### config.mk
export PLATFORM = sky130hd
export DESIGN_NAME = fetch_unit
export DESIGN_NICKNAME = d
export VERILOG_FILES = /design/src/rtl/fetch_unit.sv
export SDC_FILE = /design/constraint.sdc
export NUM_CORES = 1
export LEC_CHECK = 0
export CAP_MARGIN = 15
export CELL_PAD_IN_SITES_DETAIL_PLACEMENT = 2
export CELL_PAD_IN_SITES_GLOBAL_PLACEMENT = 2
export CORE_UTILIZATION = 30
export DETAILED_ROUTE_END_ITERATION = 8
export GPL_TIMING_DRIVEN = 0
export PLACE_DENSITY = 0.82
export SYNTH_ARGS = -nofsm -noshare
export SYNTH_HDL_FRONTEND = slang
export SYNTH_SLANG_ARGS = --single-unit
export TNS_END_PERCENT = 100
### constraint.sdc
create_clock -name clk -period 5.07 [get_ports clk]
set_input_delay 1.014 -clock clk [delete_from_list [all_inputs] [get_ports clk]]
set_output_delay 1.014 -clock clk [all_outputs]
set_load 0.02 [all_outputs]
### src/rtl/fetch_unit.sv
// rtl/fetch_unit.sv - instruction fetch stage: PC, 1-cycle imem requests, credit-managed buffer to decode
// Redirect flushes buffered and in-flight instructions and restarts fetch at the new PC.
module fetch_unit #(
  parameter int                    DATA_WIDTH = 32,
  parameter int                    ADDR_WIDTH = 32,
  parameter logic [ADDR_WIDTH-1:0] RESET_PC   = '0,
  parameter int                    FIFO_DEPTH = 2
) (
  input  logic                  clk,
  input  logic                  rst_n,
  output logic                  imem_req,
  output logic [ADDR_WIDTH-1:0] imem_addr,
  input  logic [DATA_WIDTH-1:0] imem_rdata,
  input  logic                  redirect,
  input  logic [ADDR_WIDTH-1:0] redirect_pc,
  output logic                  instr_valid,
  input  logic                  instr_ready,
  output logic [DATA_WIDTH-1:0] instr,
  output logic [ADDR_WIDTH-1:0] instr_pc,
  output logic [ADDR_WIDTH-1:0] instr_pc_plus4
);

  localparam int                    PTR_W      = $clog2(FIFO_DEPTH);
  localparam int                    CNT_W      = $clog2(FIFO_DEPTH + 1);
  localparam logic [ADDR_WIDTH-1:0] ALIGN_MASK = ~ADDR_WIDTH'(3);
  localparam logic [ADDR_WIDTH-1:0] PC_STEP    = ADDR_WIDTH'(4);

  logic [ADDR_WIDTH-1:0] fetch_pc_q, fetch_pc_d;
  logic [ADDR_WIDTH-1:0] req_pc_q, req_pc_d;
  logic                  inflight_q, inflight_d;
  logic                  kill_q, kill_d;
  logic [CNT_W-1:0]      count_q, count_d;
  logic [PTR_W-1:0]      rd_ptr_q, rd_ptr_d;
  logic [PTR_W-1:0]      wr_ptr_q, wr_ptr_d;
  logic [DATA_WIDTH-1:0] mem_instr_q [FIFO_DEPTH];
  logic [DATA_WIDTH-1:0] mem_instr_d [FIFO_DEPTH];
  logic [ADDR_WIDTH-1:0] mem_pc_q    [FIFO_DEPTH];
  logic [ADDR_WIDTH-1:0] mem_pc_d    [FIFO_DEPTH];

  logic             pop;
  logic             push;
  logic [CNT_W:0]   used_slots;

  // A slot is reserved for every in-flight response, so a push never finds the buffer full.
  assign used_slots  = {1'b0, count_q} + {{CNT_W{1'b0}}, inflight_q} - {{CNT_W{1'b0}}, pop};
  assign instr_valid = (count_q != '0) & ~redirect;
  assign pop         = instr_valid & instr_ready;
  assign push        = inflight_q & ~kill_q & ~redirect;
  assign imem_req    = rst_n & ~redirect & (used_slots < (CNT_W + 1)'(FIFO_DEPTH));
  assign imem_addr   = fetch_pc_q & ALIGN_MASK;

  assign instr          = mem_instr_q[rd_ptr_q];
  assign instr_pc       = mem_pc_q[rd_ptr_q];
  assign instr_pc_plus4 = mem_pc_q[rd_ptr_q] + PC_STEP;

  always_comb begin
    fetch_pc_d  = fetch_pc_q;
    req_pc_d    = req_pc_q;
    inflight_d  = imem_req;
    kill_d      = redirect & inflight_q;
    count_d     = count_q;
    rd_ptr_d    = rd_ptr_q;
    wr_ptr_d    = wr_ptr_q;
    mem_instr_d = mem_instr_q;
    mem_pc_d    = mem_pc_q;

    if (redirect) begin
      fetch_pc_d = redirect_pc & ALIGN_MASK;
      count_d    = '0;
      rd_ptr_d   = '0;
      wr_ptr_d   = '0;
    end else begin
      if (imem_req) begin
        fetch_pc_d = fetch_pc_q + PC_STEP;
        req_pc_d   = fetch_pc_q;
      end
      if (push) begin
        mem_instr_d[wr_ptr_q] = imem_rdata;
        mem_pc_d[wr_ptr_q]    = req_pc_q;
        wr_ptr_d              = wr_ptr_q + PTR_W'(1);
      end
      if (pop) begin
        rd_ptr_d = rd_ptr_q + PTR_W'(1);
      end
      count_d = count_q + CNT_W'(push) - CNT_W'(pop);
    end
  end

  always_ff @(posedge clk or negedge rst_n) begin
    if (!rst_n) begin
      fetch_pc_q <= RESET_PC & ALIGN_MASK;
      req_pc_q   <= '0;
      inflight_q <= 1'b0;
      kill_q     <= 1'b0;
      count_q    <= '0;
      rd_ptr_q   <= '0;
      wr_ptr_q   <= '0;
      for (int i = 0; i < FIFO_DEPTH; i++) begin
        mem_instr_q[i] <= '0;
        mem_pc_q[i]    <= '0;
      end
    end else begin
      fetch_pc_q  <= fetch_pc_d;
      req_pc_q    <= req_pc_d;
      inflight_q  <= inflight_d;
      kill_q      <= kill_d;
      count_q     <= count_d;
      rd_ptr_q    <= rd_ptr_d;
      wr_ptr_q    <= wr_ptr_d;
      mem_instr_q <= mem_instr_d;
      mem_pc_q    <= mem_pc_d;
    end
  end

  a_count_bound: assert property (@(posedge clk) disable iff (!rst_n)
    count_q <= CNT_W'(FIFO_DEPTH));
  a_no_overflow: assert property (@(posedge clk) disable iff (!rst_n)
    !(push && (count_q == CNT_W'(FIFO_DEPTH)) && !pop));
  a_addr_aligned: assert property (@(posedge clk) disable iff (!rst_n)
    imem_addr[1:0] == 2'b00);

endmodule

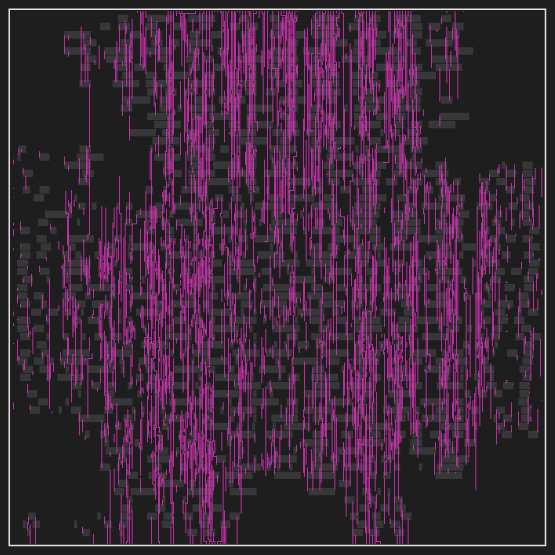
Figure 1: run 1, M2 wires.
Scale: 3 px per um.
The longest straight run is 76.7 um. 1,033 nets have wire on it. The layer holds 50% of the routed length. The layer carries 16,300 um of wire. The wires run mostly vertical.

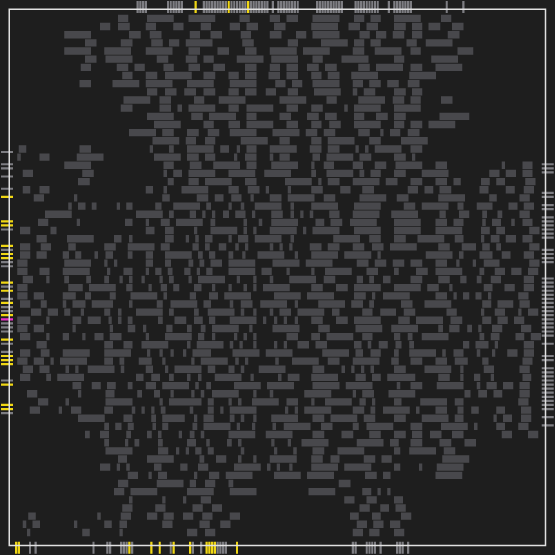
Figure 2: run 1, ports around the boundary.
Scale: 3 px per um. Pins as bars across the die edge, other pins in gray.
Yellow is `redirect_pc`, pins 32, direction input, edge 17 west, 12 south, 3 north. Magenta is `redirect`, pins 1, direction input, edge west.
All pins by edge: 73 north, 48 east, 39 south, 38 west.
port bufs: 189
Die H: 178 um

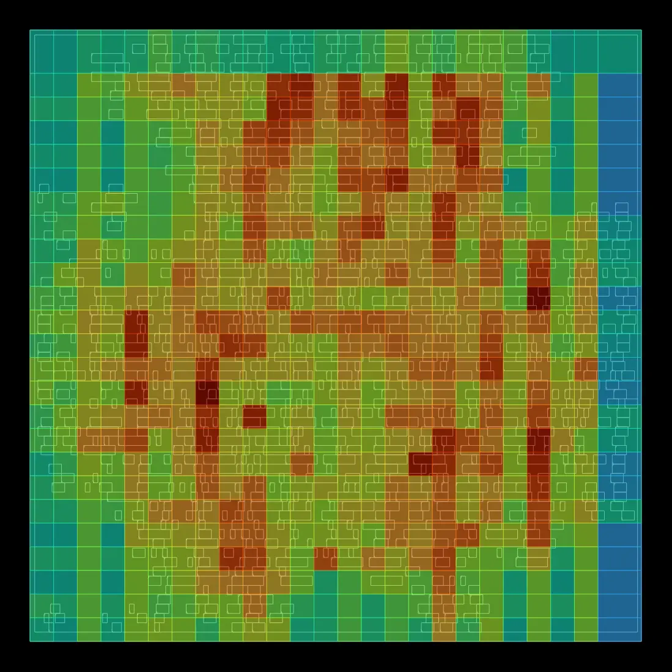
Figure 3: run 1, congestion heat map.
M2 GR Usage: 0.354
Finished Core Util: 0.405
grt peak-use layer: met2
met3 usage: 0.0260

==> flow_metrics.tcl, run 1 <==
# implementation run metrics
set metrics [dict create \
    hold_ws_ns 0.508 \
    tool_warnings 29 \
    synth.distinct_cells 59 \
    comb_share 0.347 \
    via_count 7388 \
    sw_frac_of_total 0.385 \
    grt_pass1_wl_um 49400 \
    final_nets 1109 \
    diodes 1 \
    layoutNonFillerInstCount 1445 \
    cts_resized 25 \
    fin_skew_ns 0.0131 \
    cts_buffer_depth 2 \
    met1_usage 0.275 \
    post-synth-top-area-fraction 0.510 \
    area_growth_pct 33.1 \
    ys_top_logic_family "multiplexers" \
    rsz0062_at_grt "no" \
    synthAoiAreaFrac 0.0619 \
    buf_share 0.177 \
    crit_type "reg -> out" \
    ys_cells 822 \
    highest_layer "met4" \
    dr.pass1.iters 4 \
    hold_start "mem_instr_q[21]$_DFFE_PN0P_" \
    crit_family "buffers and inverters" \
    ys_seq_share 0.510 \
    ys_sh_simple 0.136 \
    path_max_fanout 19 \
    inverters 21 \
    lay_top_count "dfrtp_1" \
    path_cells "buf_6 -> buf_4 -> clkbuf_8 -> buf_6 -> a21oi_1 -> inv_1 -> ha_2 -> nand4_1 -> a221oi_4 -> nand3_1 -> nor2_1 -> xor2_1 -> clkdlybuf4s50_1" \
    postCtsHoldBufs 0 \
    period_used_share 0.955 \
    fp_util 0.305 \
    largest_register_ffs 64 \
    seq_cells 190 \
    seqAreaFraction 0.383 \
    numCtsBuffers 17 \
    powerDensity_nw_per_um2 562 \
    yosysTopAreaCell "dfrtp_1" \
    antenna_found_initial 1 \
    io_pins 198 \
    wl_um 32400 \
    worstSkewPairLatency_ns 0.44 \
    cts_tree "done" \
    clock_area_frac 0.0453 \
    flop_area_sq_um 4750 \
    worst_hold_path_type "reg -> reg" \
    slew-limit-headroom 0.312 \
    clk_pin_slew_ns 0.07 \
    logic_gates 567 \
    cap_violations 0 \
    nFillCells 3182 \
    ys.flops 190 \
    grt-ovfl-total 0 \
    adder_share 0.00886 \
    hold_viol 0 \
    r2r_start "count_q[1]$_DFF_PN0_" \
    start_kind "flip-flop" \
    slew_violations 0 \
    most-common-layout-cells "dfrtp_1 (190), clkdlybuf4s50_1 (186), mux2_2 (172)" \
    syn-cell-area_sq_um 9320 \
    root_buffer "clkbuf_16" \
    drive_gt1_frac 0.226 \
    viasPerCell 5.11 \
    end_kind "output port" \
    min_period_ns 4.84 \
    fp.dieW_um 178 \
    ys_chip_area_sq_um 9320 \
    nClkBuffers 19 \
    pg_clk_uw 1330 \
    rows 64 \
    fin_tns_setup_ns 0 \
    worst_slew_pin_slew_ns 1.03 \
    async_reset_ff_frac 1.00 \
    hpwl_um 23900 \
    p_seq_uw 2580 \
    combinationalPowerShare 0.439 \
    core_area_sq_um 30600 \
    dpl_worst_slack_ns -1.78 \
    wl_met2_um 16300 \
    dpl-instance-area_sq_um 11800 \
    cp-startpoint "rd_ptr_q$_DFFE_PN0P_" \
    crit_path_top_delay_cell "clkdlybuf4s50_1" \
    reg_top3 "mem_instr_q (64), mem_pc_q (60)" \
    drt-wirelength-per-cell_um 22.4 \
    cts_sinks 190 \
    drt-met1-wl_um 14400 \
    grt_pass1_vias 8193 \
    p_comb_uw 3060 \
    power_switching_uw 2680 \
    wl_met3_um 1100 \
    synthTopCellsByCount "dfrtp_1 (190), mux2_2 (172), nand2_1 (140)" \
    power.group.top "combinational cells" \
    status "finished, final reports clean" \
    fin_ws_ns 0.227 \
    ant_nets 0 \
    regMostFlops "mem_instr_q" \
    yosys.area_share.xor_xnor 0.0301 \
    yosys_warnings 0 \
    synthTopCellsByArea "dfrtp_1 (51%), mux2_2 (21%), nand2_1 (5.6%), xnor2_1 (1.7%), nand3_1 (1.3%)" \
    mux_share 0.219 \
    n_tap_cell 396 \
    gp_congestion 0.798 \
    ir_worst_vdd_mv 0.197 \
    post_cts_buffers 2 \
    die_area_sq_um 31800 \
    netlist_instances 822 \
    synth-main-ff-cell "dfrtp_1" \
    syn_avg_cell_area_sq_um 11.3 \
    max_freq_ghz 0.206 \
    crit_top_cell "buf_6" \
]
==> run 1: final timing paths <==
| path | slack [ns] | cells past startpoint | end |
|---|---|---|---|
| max in group asynchronous | 3.49 | 2 | fetch_pc_q[8]$_DFFE_PN0P_ |
| setup / recovery | 0.23 | 13 | instr_pc_plus4[20] |
| min in group asynchronous | 0.60 | 1 | mem_instr_q[3]$_DFFE_PN0P_ |
| setup reg to reg | 1.26 | 14 | fetch_pc_q[25]$_DFFE_PN0P_ |
| hold / removal | 0.51 | 1 | mem_instr_q[21]$_DFFE_PN0P_ |
| hold reg to reg | 0.51 | 1 | mem_instr_q[21]$_DFFE_PN0P_ |
==> run 2: changes to the inputs <==
- CAP_MARGIN: 15 -> 20
==> flow_metrics.tcl, run 2 <==
# implementation run metrics
set metrics [dict create \
    flop_area_sq_um 4750 \
    async_reset_ff_frac 1.00 \
    worstSkewPairLatency_ns 0.44 \
    fin_tns_setup_ns 0 \
    p_seq_uw 2580 \
    grt-ovfl-total 0 \
    diodes 1 \
    final_nets 1109 \
    cts_sinks 190 \
    rows 64 \
    viasPerCell 5.11 \
    ys.flops 190 \
    fp.dieW_um 178 \
    core_area_sq_um 30600 \
    status "finished, final reports clean" \
    die_y_um 178 \
    seqAreaFraction 0.383 \
    combinationalPowerShare 0.439 \
    cap_violations 0 \
    wl_met2_um 16300 \
    seq_cells 190 \
    mux_share 0.219 \
    inverters 21 \
    netlist_instances 822 \
    ant_nets 0 \
    cp-endpoint "instr_pc_plus4[20]" \
    area_growth_pct 33.1 \
    ys_sh_simple 0.136 \
    highest_layer "met4" \
    most-common-layout-cells "dfrtp_1 (190), clkdlybuf4s50_1 (186), mux2_2 (172)" \
    yosys.area_share.xor_xnor 0.0301 \
    largest_register_ffs 64 \
    period_used_share 0.955 \
    slew-limit-headroom 0.312 \
    hpwl_um 23900 \
    hold_end "mem_instr_q[21]$_DFFE_PN0P_" \
    worst_slew_pin_slew_ns 1.03 \
    cts_buffer_depth 2 \
    comb_share 0.347 \
    p_comb_uw 3060 \
    fin_ws_ns 0.227 \
    fin_skew_ns 0.0131 \
    syn-cell-area_sq_um 9320 \
    met3_usage 0.0260 \
    synthAoiAreaFrac 0.0619 \
    gp_congestion 0.798 \
    drt-met1-wl_um 14400 \
    cts_tree "done" \
    regMostFlops "mem_instr_q" \
    final_util 0.405 \
    buf_share 0.177 \
    root_buffer "clkbuf_16" \
    rr_worst_depth 14 \
    ys_cells 822 \
    top_usage_layer "met2" \
    syn_avg_cell_area_sq_um 11.3 \
    path_max_fanout 19 \
    whs_path_depth 1 \
    synthTopCellsByCount "dfrtp_1 (190), mux2_2 (172), nand2_1 (140)" \
    wl_met3_um 1100 \
    met1_usage 0.275 \
    ys_chip_area_sq_um 9320 \
    nClkBuffers 19 \
    ff2ff_setup_slack_ns 1.26 \
    layoutNonFillerInstCount 1445 \
    nFillCells 3182 \
    drive_gt1_frac 0.226 \
    rr_endpoint "fetch_pc_q[25]$_DFFE_PN0P_" \
    sw_frac_of_total 0.385 \
    die_area_sq_um 31800 \
    adder_share 0.00886 \
    clk_pin_slew_ns 0.07 \
    powerDensity_nw_per_um2 562 \
    logic_gates 567 \
    grt_pass1_vias 8193 \
    grt_pass1_wl_um 49400 \
    end_kind "output port" \
    power.group.top "combinational cells" \
    rsz0062_at_grt "no" \
    antenna_found_initial 1 \
    max_freq_ghz 0.206 \
    io_pins 198 \
    synth.distinct_cells 59 \
    hold_viol 0 \
    dr.pass1.iters 4 \
    worst_hold_path_type "reg -> reg" \
]
run 2: worst max-delay path: stages, from the launching register on:
cell and delay [ns]:
dfrtp_1 0.34, buf_6 0.22, buf_4 0.26, clkbuf_8 0.24, buf_6 0.20, a21oi_1 0.14, inv_1 0.10, ha_2 0.26
nand4_1 0.19, a221oi_4 0.40, nand3_1 0.12, nor2_1 0.14, xor2_1 0.15, clkdlybuf4s50_1 0.62
run 2: what timing repair did:
item / CTS / global route
setup endpoints to repair: 17 / 10
pin swaps: 1 / 0
hold buffers: 0 / 0
setup buffers: 2 / 0
hold endpoints to repair: 0 / 0
gates resized: 25 / 1
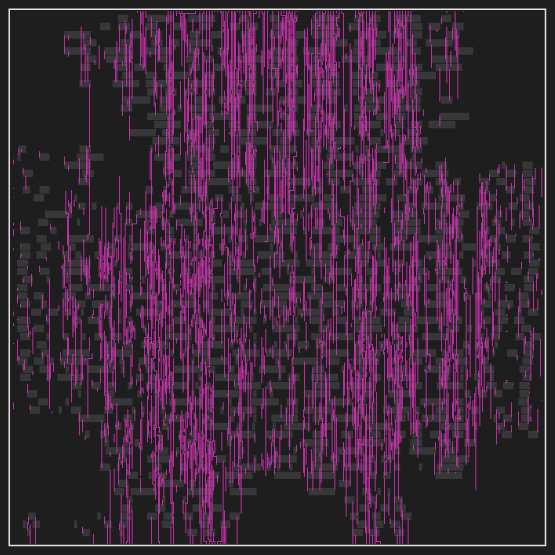
Figure 4: run 2, M2 wires.
Scale: 3 px per um.
The longest straight run is 76.7 um. 1,033 nets have wire on it. The layer carries 16,300 um of wire. The wires run mostly vertical. The layer holds 50% of the routed length.

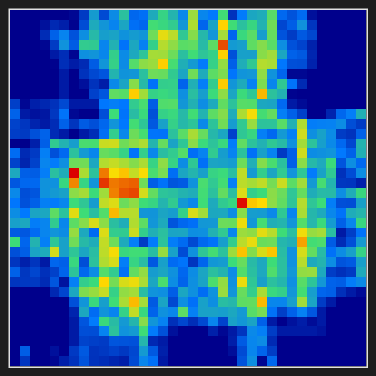
Figure 5: run 2, wiring heat map.
Scale: 2 px per um. The die is cut into 36 by 36 equal tiles; dark blue is low, red is high, scaled to the fullest tile. Values are wire area over tile area, all layers added.
17% of the tiles are nearly empty. The fullest tile reaches 0.52. The emptiest ninth of the die: north-west. The mean over all tiles is 0.16. 20% of the tiles are over half the peak.
routed wire length: 32,400 um
vias: 7,388
global-route usage over all layers: 0.209
WL/cell: 22.4 um

